<file path="config.mk">
export PLATFORM = sky130hd
export DESIGN_NAME = ofdm_symbol_framer
export DESIGN_NICKNAME = d
export VERILOG_FILES = /design/src/rtl/ofdm_symbol_framer.sv
export SDC_FILE = /design/constraint.sdc
export NUM_CORES = 1
export LEC_CHECK = 0
export ABC_AREA = 1
export CORE_MARGIN = 3
export CORE_UTILIZATION = 49
export DETAILED_ROUTE_END_ITERATION = 16
export HOLD_SLACK_MARGIN = 0.03
export PLACE_DENSITY_LB_ADDON = 0.2
export SETUP_SLACK_MARGIN = 0.05
export SYNTH_ARGS = -nofsm -noshare
export SYNTH_HDL_FRONTEND = slang
export SYNTH_SLANG_ARGS = --single-unit
</file>
<file path="constraint.sdc">
create_clock -name clock_clk -period 1.9 [get_ports clock_clk]
set_input_delay 0.475 -clock clock_clk [delete_from_list [all_inputs] [get_ports clock_clk]]
set_output_delay 0.475 -clock clock_clk [all_outputs]
set_load 0.01 [all_outputs]
</file>
<file path="src/rtl/ofdm_symbol_framer.sv">
// OFDM symbol framer: chops the raw sample stream into Avalon-ST symbol packets
// after a timing-sync pulse, with an Avalon-MM CSR port for length/count/status.
module ofdm_symbol_framer #(
  parameter int unsigned DATA_W = 32,
  parameter int unsigned CNT_W  = 16
) (
  input  logic              clock_clk,
  input  logic              reset_reset,
  input  logic [1:0]        avs_cfg_address,
  input  logic              avs_cfg_write,
  input  logic [31:0]       avs_cfg_writedata,
  input  logic              avs_cfg_read,
  output logic [31:0]       avs_cfg_readdata,
  input  logic              sync_pulse,
  input  logic [DATA_W-1:0] asi_in0_data,
  input  logic              asi_in0_valid,
  output logic              asi_in0_ready,
  output logic [DATA_W-1:0] aso_out0_data,
  output logic              aso_out0_valid,
  input  logic              aso_out0_ready,
  output logic              aso_out0_startofpacket,
  output logic              aso_out0_endofpacket,
  output logic              frame_busy
);

  typedef enum logic [1:0] {S_IDLE, S_ARMED, S_RUN} state_e;

  state_e              state_q, state_d;
  logic                enable_q, enable_d;
  logic [CNT_W-1:0]    sym_len_q, sym_len_d;
  logic [CNT_W-1:0]    num_sym_q, num_sym_d;
  logic [CNT_W-1:0]    len_sh_q, len_sh_d;
  logic [CNT_W-1:0]    num_sh_q, num_sh_d;
  logic [CNT_W-1:0]    sample_cnt_q, sample_cnt_d;
  logic [CNT_W-1:0]    sym_cnt_q, sym_cnt_d;
  logic [CNT_W-1:0]    frame_cnt_q, frame_cnt_d;
  logic                overrun_q, overrun_d;
  logic [31:0]         rdata_q, rdata_d;
  logic                out_valid_q, out_valid_d;
  logic [DATA_W-1:0]   out_data_q, out_data_d;
  logic                out_sop_q, out_sop_d;
  logic                out_eop_q, out_eop_d;

  logic                accept_c;
  logic                last_samp_c;
  logic                last_frame_c;
  logic                wdata_unused_c;

  // In RUN the input only stalls when the output register is full and blocked.
  assign asi_in0_ready = (state_q != S_RUN) | aso_out0_ready | ~out_valid_q;
  assign accept_c      = (state_q == S_RUN) & asi_in0_valid & asi_in0_ready;
  assign last_samp_c   = (sample_cnt_q == len_sh_q - CNT_W'(1));
  assign last_frame_c  = last_samp_c & (sym_cnt_q == num_sh_q - CNT_W'(1));
  assign wdata_unused_c = ^avs_cfg_writedata;

  assign avs_cfg_readdata       = rdata_q;
  assign aso_out0_data          = out_data_q;
  assign aso_out0_valid         = out_valid_q;
  assign aso_out0_startofpacket = out_sop_q;
  assign aso_out0_endofpacket   = out_eop_q;
  assign frame_busy             = (state_q == S_RUN);

  always_ff @(posedge clock_clk) begin
    if (reset_reset) begin
      state_q      <= S_IDLE;
      enable_q     <= 1'b0;
      sym_len_q    <= CNT_W'(32);
      num_sym_q    <= CNT_W'(1);
      len_sh_q     <= CNT_W'(32);
      num_sh_q     <= CNT_W'(1);
      sample_cnt_q <= '0;
      sym_cnt_q    <= '0;
      frame_cnt_q  <= '0;
      overrun_q    <= 1'b0;
      rdata_q      <= '0;
      out_valid_q  <= 1'b0;
      out_data_q   <= '0;
      out_sop_q    <= 1'b0;
      out_eop_q    <= 1'b0;
    end else begin
      state_q      <= state_d;
      enable_q     <= enable_d;
      sym_len_q    <= sym_len_d;
      num_sym_q    <= num_sym_d;
      len_sh_q     <= len_sh_d;
      num_sh_q     <= num_sh_d;
      sample_cnt_q <= sample_cnt_d;
      sym_cnt_q    <= sym_cnt_d;
      frame_cnt_q  <= frame_cnt_d;
      overrun_q    <= overrun_d;
      rdata_q      <= rdata_d;
      out_valid_q  <= out_valid_d;
      out_data_q   <= out_data_d;
      out_sop_q    <= out_sop_d;
      out_eop_q    <= out_eop_d;
    end
  end

  always_comb begin
    state_d      = state_q;
    enable_d     = enable_q;
    sym_len_d    = sym_len_q;
    num_sym_d    = num_sym_q;
    len_sh_d     = len_sh_q;
    num_sh_d     = num_sh_q;
    sample_cnt_d = sample_cnt_q;
    sym_cnt_d    = sym_cnt_q;
    frame_cnt_d  = frame_cnt_q;
    overrun_d    = overrun_q;
    rdata_d      = rdata_q;
    out_valid_d  = out_valid_q;
    out_data_d   = out_data_q;
    out_sop_d    = out_sop_q;
    out_eop_d    = out_eop_q;

    if (avs_cfg_write) begin
      case (avs_cfg_address)
        2'd0:    enable_d  = avs_cfg_writedata[0];
        2'd1:    sym_len_d = avs_cfg_writedata[CNT_W-1:0];
        2'd2:    num_sym_d = avs_cfg_writedata[CNT_W-1:0];
        default: if (avs_cfg_writedata[16]) overrun_d = 1'b0;
      endcase
    end
    // A new overrun wins over a simultaneous clear.
    if (state_q == S_RUN && sync_pulse) overrun_d = 1'b1;

    if (avs_cfg_read) begin
      case (avs_cfg_address)
        2'd0:    rdata_d = {31'd0, enable_q};
        2'd1:    rdata_d = 32'(sym_len_q);
        2'd2:    rdata_d = 32'(num_sym_q);
        default: rdata_d = {15'd0, overrun_q, 16'(frame_cnt_q)};
      endcase
    end

    if (aso_out0_ready) out_valid_d = 1'b0;
    if (accept_c) begin
      out_valid_d = 1'b1;
      out_data_d  = asi_in0_data;
      out_sop_d   = (sample_cnt_q == '0);
      out_eop_d   = last_samp_c;
    end

    case (state_q)
      S_IDLE: begin
        if (enable_q) state_d = S_ARMED;
      end
      S_ARMED: begin
        if (sync_pulse) begin
          state_d      = S_RUN;
          len_sh_d     = (sym_len_q < CNT_W'(2)) ? CNT_W'(2) : sym_len_q;
          num_sh_d     = (num_sym_q == '0) ? CNT_W'(1) : num_sym_q;
          sample_cnt_d = '0;
          sym_cnt_d    = '0;
        end else if (!enable_q) begin
          state_d = S_IDLE;
        end
      end
      S_RUN: begin
        if (accept_c) begin
          if (last_samp_c) begin
            sample_cnt_d = '0;
            sym_cnt_d    = sym_cnt_q + CNT_W'(1);
          end else begin
            sample_cnt_d = sample_cnt_q + CNT_W'(1);
          end
          if (last_frame_c) begin
            frame_cnt_d = frame_cnt_q + CNT_W'(1);
            state_d     = enable_q ? S_ARMED : S_IDLE;
          end
        end
      end
      default: state_d = S_IDLE;
    endcase
  end

endmodule

</file>
### Routing congestion map, run 1

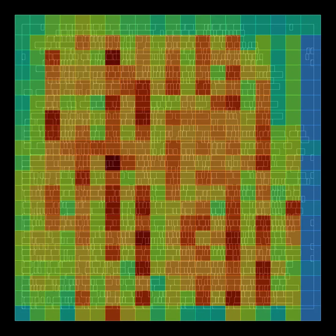
Core Util, Final: 0.711
met1 usage: 0.392
GRT Util Overall: 0.278
DR WL/cell: 15.9 um
met2 GRT Util: 0.421

### Gate families picked out, run 1

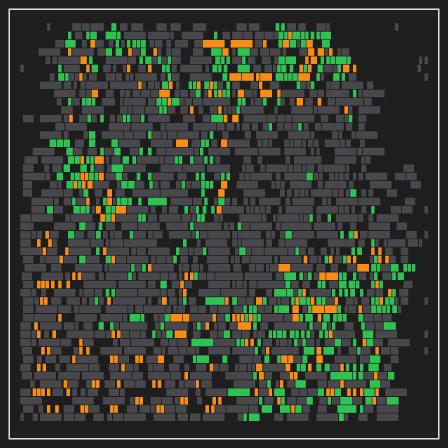
[green] nand cells | cells: 377 | where: all over the die
[orange] nor cells | cells: 215 | where: all over the die
non-filler cells, final: 1,748
logic share of the area: 0.408

==> GITHUB_STEP_SUMMARY, run 1 <==
### Metrics collected by this job

| Metric | Value |
|---|---|
| Fin crit share | 1.13 |
| CTS clock-pin slew for the worst setup and hold paths | 70 ps |
| NumNets Final | 1,589 |
| Leakage power | 5.18 nW |
| Worst Reg-to-Reg Cells | 15 |
| Max Fclk | 0.464 GHz |
| Most instantiated logic cell after routing | nand2_1 |
| Mapped cell area | 8830 um2 |
| Final Setup Violations | 51 |
| Cell-internal power | 6.33 mW |
| Chip area in the Yosys report | 8830 um2 |
| Drt via density | 5.36 |
| Status | complete, but fails checks |
| Final Skew | 12.6 ps |
| Floorplan utilization | 0.505 |
| Fraction of registers with async set/reset | 0 |
| Antenna viol nets, final | 0 |
| Max Buffers Root-to-Sink | 2 |
| Vias in the first global route | 8,816 |
| Failing checks | setup timing |
| Tool warning count | 45 |
| PD cells | 683 nW/um2 |
| Switch Pwr | 2.15 mW |
| Deepest level of the CTS H-tree | 4 |
| Setup ws final | -253 ps |
| Post-CTS resize count | 81 |
| Logic area | 5070 um2 |
| Reg power frac | 0.436 |
| Detailed Route WL | 27.8 mm |
| Worst setup EP type | flip-flop |
| Synth Flop Type | dfxtp_1 |
| Synth Register Bits | 168 |
| Register share after synthesis | 0.381 |
| First-pass GRT wire length | 44.4 mm |
| Yosys cell types | 46 |
### Where the registers sit, run 1

The bar under the picture is 50 um long. Other sequential cells in the stronger grey, the rest of the logic in the fainter grey.
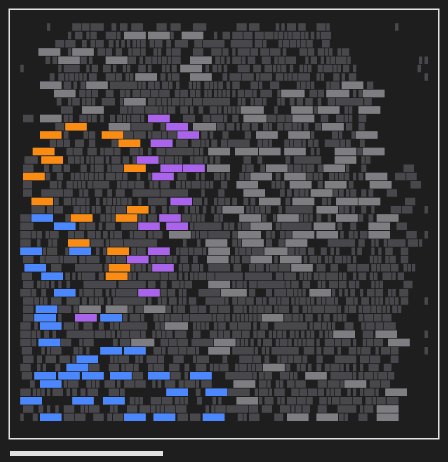
[orange] frame_cnt_q | flops: 16 | where: west
[purple] avs_cfg_readdata | flops: 17
[blue] aso_out0_data | flops: 32 | where: south-west
area taken by flip-flops and latches: 3380 um2
fraction of area in registers: 0.272
seq pwr: 3.70 mW

### Placement by cell class, run 1

The bar under the picture is 50 um long.
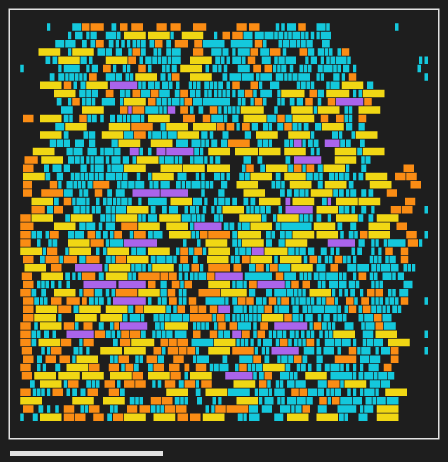
[purple] clock drivers and dummy loads | cells: 32 | share of their area: 5.2%
[orange] remaining buffers and delay cells | cells: 272 | share of their area: 21%
[yellow] registers | cells: 168 | share of their area: 28%
[cyan] remaining logic cells | cells: 1,051 | share of their area: 46%
Site Rows: 48
post-route cell area: 12,400 um2
core area: 17,500 um2

[run 1: registers in the layout (all words and copies together), names as in the netlist]
name / count
aso_out0_endofpacket: 1
sym_len_q: 16
aso_out0_valid: 1
sample_cnt_q: 16
num_sh_q: 16
overrun_q: 1
len_sh_q: 16
num_sym_q: 16
aso_out0_data: 32
avs_cfg_readdata: 17
state_q: 2
frame_cnt_q: 16
sym_cnt_q: 16
aso_out0_startofpacket: 1
enable_q: 1
[run 1: cells in the mapped netlist, types with 2 or more instances]
cell type	n
clkinv_1	4
buf_1	3
a41oi_1	15
nor4_1	9
nand2_2	13
nand3b_1	7
inv_1	129
o211ai_1	4
clkbuf_1	40
xor2_1	41
nand3_2	12
a31oi_1	4
ha_1	6
nor2_4	4
xnor2_1	12
nand3_1	64
buf_2	3
a21oi_2	10
nor3_1	15
o21ai_0	106
buf_4	17
a21oi_1	68
nor2_2	9
o21ai_1	6
inv_2	5
nand2_4	4
nor2_8	2
o22ai_1	26
nor2_1	174
nand4_1	28
nand2_1	248
dfxtp_1	168
[run 1: worst max-delay path: cells and delay by family, from the launching register on]
family                   cells  cell delay, ps
AND-OR/OR-AND                2             380
buffers and inverters        4             370
adder cells (fa/ha/maj)      1             160
flip-flops                   1             340
AND/OR/NAND/NOR              8             830
[run 1: layer usage]
| metal | up-vias | wire length, um | global-route usage |
|---|---|---|---|
| li1 | 4625 | - | - |
| met1 | 4302 | 12200 | 0.392 |
| met2 | 398 | 12200 | 0.421 |
| met3 | 51 | 2560 | 0.0628 |
| met4 | 0 | 740 | 0.0923 |
| met5 | - | 0 | 0 |
[run 1: final timing paths]
| check | startpoint | endpoint | slack (ps) |
|---|---|---|---|
| min reg2reg | num_sym_q[0]$_SDFFE_PP1P_ | num_sh_q[0]$_SDFFE_PP1P_ | 470 |
| max | len_sh_q[0]$_SDFFE_PP0P_ | sample_cnt_q[10]$_SDFFE_PP0P_ | -250 |
| max reg2reg | len_sh_q[0]$_SDFFE_PP0P_ | sample_cnt_q[10]$_SDFFE_PP0P_ | -250 |
| min | num_sym_q[0]$_SDFFE_PP1P_ | num_sh_q[0]$_SDFFE_PP1P_ | 470 |
[run 1: logic make-up (layout without fill, tap and decap cells)]
logic type | Yosys count | count (layout) | share of synthesized area
DFF | 168 | 168 | 0.381
other | 1 | 15 | 0.000425
buffers and inverters | 204 | 442 | 0.0972
adders and majority gates | 6 | 6 | 0.00850
xor gates and xnor gates | 53 | 53 | 0.0526
and+or+nand+nor | 593 | 594 | 0.303
AOI/OAI and AO/OA | 245 | 245 | 0.157
[run 1: metrics by stage]
step	setup TNS (ps)	instance area (um2)	hold slack [ps]	power (mW)	util
final	-9720	12400	471	8.48	0.711
after floorplan	-184	8930	443	4.24	-
after global placement	-22370	11100	450	4.67	0.637
after global routing	-15930	12400	501	8.75	0.711
after detailed placement	-26260	11100	455	4.69	0.637
after CTS	-6910	12200	470	8.48	0.696
[run 1: area by class of cell]
type | instances | area share
Multi-Input combinational cell | 913 | 0.408
Sequential cell | 168 | 0.272
Timing Repair Buffer | 272 | 0.203
Inverter | 138 | 0.0429
Clock buffer | 20 | 0.0360
Tap cell | 225 | 0.0227
Clock inverter | 12 | 0.0152
### Routed metal, one colour a layer, run 1

The bar under the picture is 50 um long. Only two layers are drawn.
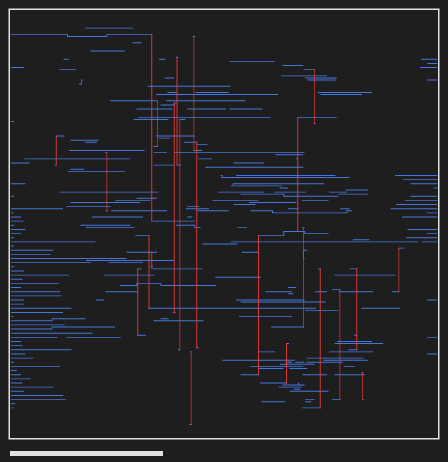

==> run 2: changes to the inputs <==
- CORE_UTILIZATION: 49 -> 40
- clock period: 1.9 -> 2.3 ns (I/O delays scaled with it)
### Routed metal, one colour a layer, run 2

The bar under the picture is 50 um long. Only two layers are drawn.
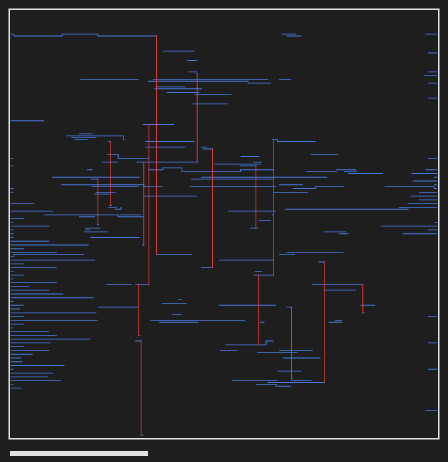
[red] M4 | wire length: 509 um
[blue] M3 | wire length: 2,020 um
via count: 8,744
DR WL/cell: 15.8 um
GRT Util Overall: 0.217
Detailed Route WL: 26.8 mm

==> run 2 against run 1 <==
Against the previous run: the flow now finishes without violations; worst setup slack improved by 390 ps; combinational power fell by 25%; non-clock buffer count fell by 109; highest routed layer unchanged; critical endpoint is now frame_busy; critical path type is now flip-flop to output port.
==> GITHUB_STEP_SUMMARY, run 2 <==
### Metrics collected by this job

| Metric | Value |
|---|---|
| Register share after synthesis | 0.381 (unchanged) |
| Final Skew | 10.7 ps (was 12.6 ps) |
| Synth top cell by count | nand2_1 (unchanged) |
| Status | complete, no violations (was complete, but fails checks) |
| PD cells | 596 nW/um2 (was 683 nW/um2) |
| Synth Register Bits | 168 (unchanged) |
| Cell-internal power | 5.06 mW (was 6.33 mW) |
| Core area | 21,400 um2 (was 17,500 um2) |
| Core Util, Final | 0.535 (was 0.711) |
| Deepest level of the CTS H-tree | 4 (unchanged) |
| Clock power share | 0.441 (was 0.446) |
| Synth cell count leaders | nand2_1, nor2_1, dfxtp_1 (unchanged) |
| Drt via density | 5.17 (was 5.36) |
| Reg power frac | 0.449 (was 0.436) |
| Hold Startpoint | num_sym_q[0]$_SDFFE_PP1P_ (unchanged) |
| Power Total | 6.80 mW (was 8.48 mW) |
| Worst reg2reg path endpoint | sym_cnt_q[7]$_SDFFE_PP0P_ (was sample_cnt_q[10]$_SDFFE_PP0P_) |
| Reg2reg setup slack | 140 ps (was -250 ps) |
| Leakage power | 4.37 nW (was 5.18 nW) |
| RR Startpoint | len_sh_q[1]$_SDFFE_PP0P_ (was len_sh_q[0]$_SDFFE_PP0P_) |
| Chip area in the Yosys report | 8830 um2 (unchanged) |
| Tool warning count | 43 (was 45) |
| Antenna viol nets, final | 0 (unchanged) |
| Top cells by area | dfxtp_1, nand2_1, nor2_1 (unchanged) |
| Floorplan utilization | 0.414 (was 0.505) |
| Vias in the first global route | 7,937 (was 8,816) |
| Logic area | 4930 um2 (was 5070 um2) |
| Max Fclk | 0.462 GHz |
| Worst Reg-to-Reg Cells | 15 (unchanged) |
| Mapped cell area | 8830 um2 (unchanged) |
| First-pass GRT wire length | 42.1 mm (was 44.4 mm) |
| Hold WS | 472 ps (was 471 ps) |
| Area taken by flip-flops and latches | 3380 um2 (about the same) |
| Synth Flop Type | dfxtp_1 (unchanged) |
| Worst setup EP type | output port (was flip-flop) |
| Dpl hpwl | 19.3 mm (was 19.8 mm) |
| Fin crit share | 0.940 |
| Fraction of registers with async set/reset | 0 (unchanged) |
| Endpoint, Worst Hold | num_sh_q[0]$_SDFFE_PP1P_ (unchanged) |
| Site Rows | 53 (was 48) |
### Gate families picked out, run 2

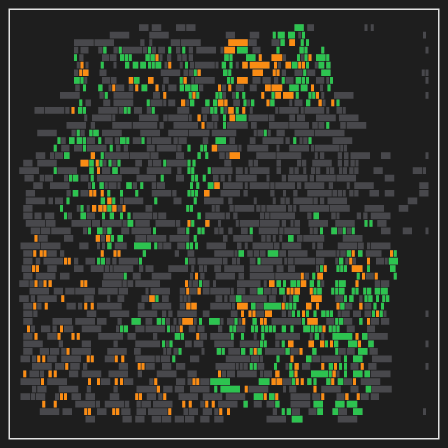
[green] nand cells | cells: 378
[orange] nor cells | cells: 215 | where: all over the die
most instantiated logic cell after routing: nand2_1
logic share of the area: 0.432
non-filler cells, final: 1,690

## run 2: cell counts after synthesis
Identical to the previous run, type by type.
## run 2: power groups by stage
stage | clock network, mW | registers, mW | logic [mW]
4_1_cts | 3.04 | 3.05 | 0.725
5_1_grt | 3.15 | 3.06 | 0.827
2_1_floorplan | 0 | 3.11 | 0.385
3_3_place_gp | 0 | 3.11 | 0.701
6_report | 3.00 | 3.05 | 0.753
3_5_place_dp | 0 | 3.11 | 0.705
## run 2: cell type report
| type | instances | share of cell area |
|---|---|---|
| clock buffer | 18 | 0.0384 |
| multi-input combinational | 914 | 0.432 |
| sequential | 168 | 0.296 |
| tap | 275 | 0.0301 |
| clock inverter | 14 | 0.0150 |
| inverter | 138 | 0.0460 |
| timing repair buffer | 163 | 0.142 |
## run 2: worst max-delay path, cell delays in order (launching register included)
cell and delay, ps:
dfxtp_1 360, inv_2 70, nor2_4 160, clkdlybuf4s50_1 570
## run 2: routing by layer
layer / up-vias / track usage / share of wire
met2: 288 / 0.320 / 0.43
li1: 4399 / - / -
met3: 37 / 0.0462 / 0.076
met5: - / 0 / 0
met4: 0 / 0.0601 / 0.019
met1: 4020 / 0.321 / 0.48
## run 2: how the worst max path moves through the flow
stage / slack, ps / start / to
2_1_floorplan: 250 / len_sh_q[0]$_SDFFE_PP0P_ / sym_cnt_q[7]$_SDFFE_PP0P_
3_3_place_gp: -160 / aso_out0_ready / frame_cnt_q[3]$_SDFFE_PP0P_
3_5_place_dp: -170 / aso_out0_ready / sample_cnt_q[3]$_SDFFE_PP0P_
4_1_cts: 50 / num_sh_q[1]$_SDFFE_PP0P_ / frame_cnt_q[9]$_SDFFE_PP0P_
5_1_grt: -9 / num_sh_q[2]$_SDFFE_PP0P_ / frame_cnt_q[11]$_SDFFE_PP0P_
6_report: 140 / state_q[1]$_SDFFE_PP0P_ / frame_busy
## run 2: kinds of logic (layout without fill, tap and decap cells)
family                     after synthesis  after routing  synth area share
buffers and inverters                  204            333            0.0972
AOI/OAI and AO/OA                      245            245             0.157
adders and majority gates                6              6           0.00850
and+or+nand+nor                        593            595             0.303
other                                    1             15          0.000425
DFF                                    168            168             0.381
xor gates and xnor gates                53             53            0.0526
## run 2: repair_timing
action / CTS / global route
buffers inserted: 3 / 12
endpoints found under the setup margin: 33 / 41
pin swaps: 5 / 39
gates resized: 8 / 81
cloned: 2 / 1
## run 2: metrics by stage
stage / worst slack (ps) / TNS (ps) / area, um2
floorplan: 246 / 0 / 8880
global placement: -155 / -1700 / 10400
detailed placement: -174 / -3060 / 10400
CTS: 54.0 / 0 / 11100
global route: -8.80 / -21.6 / 11400
finish: 137 / 0 / 11400
No activity file was given, so power comes from the tool's default toggle rates.
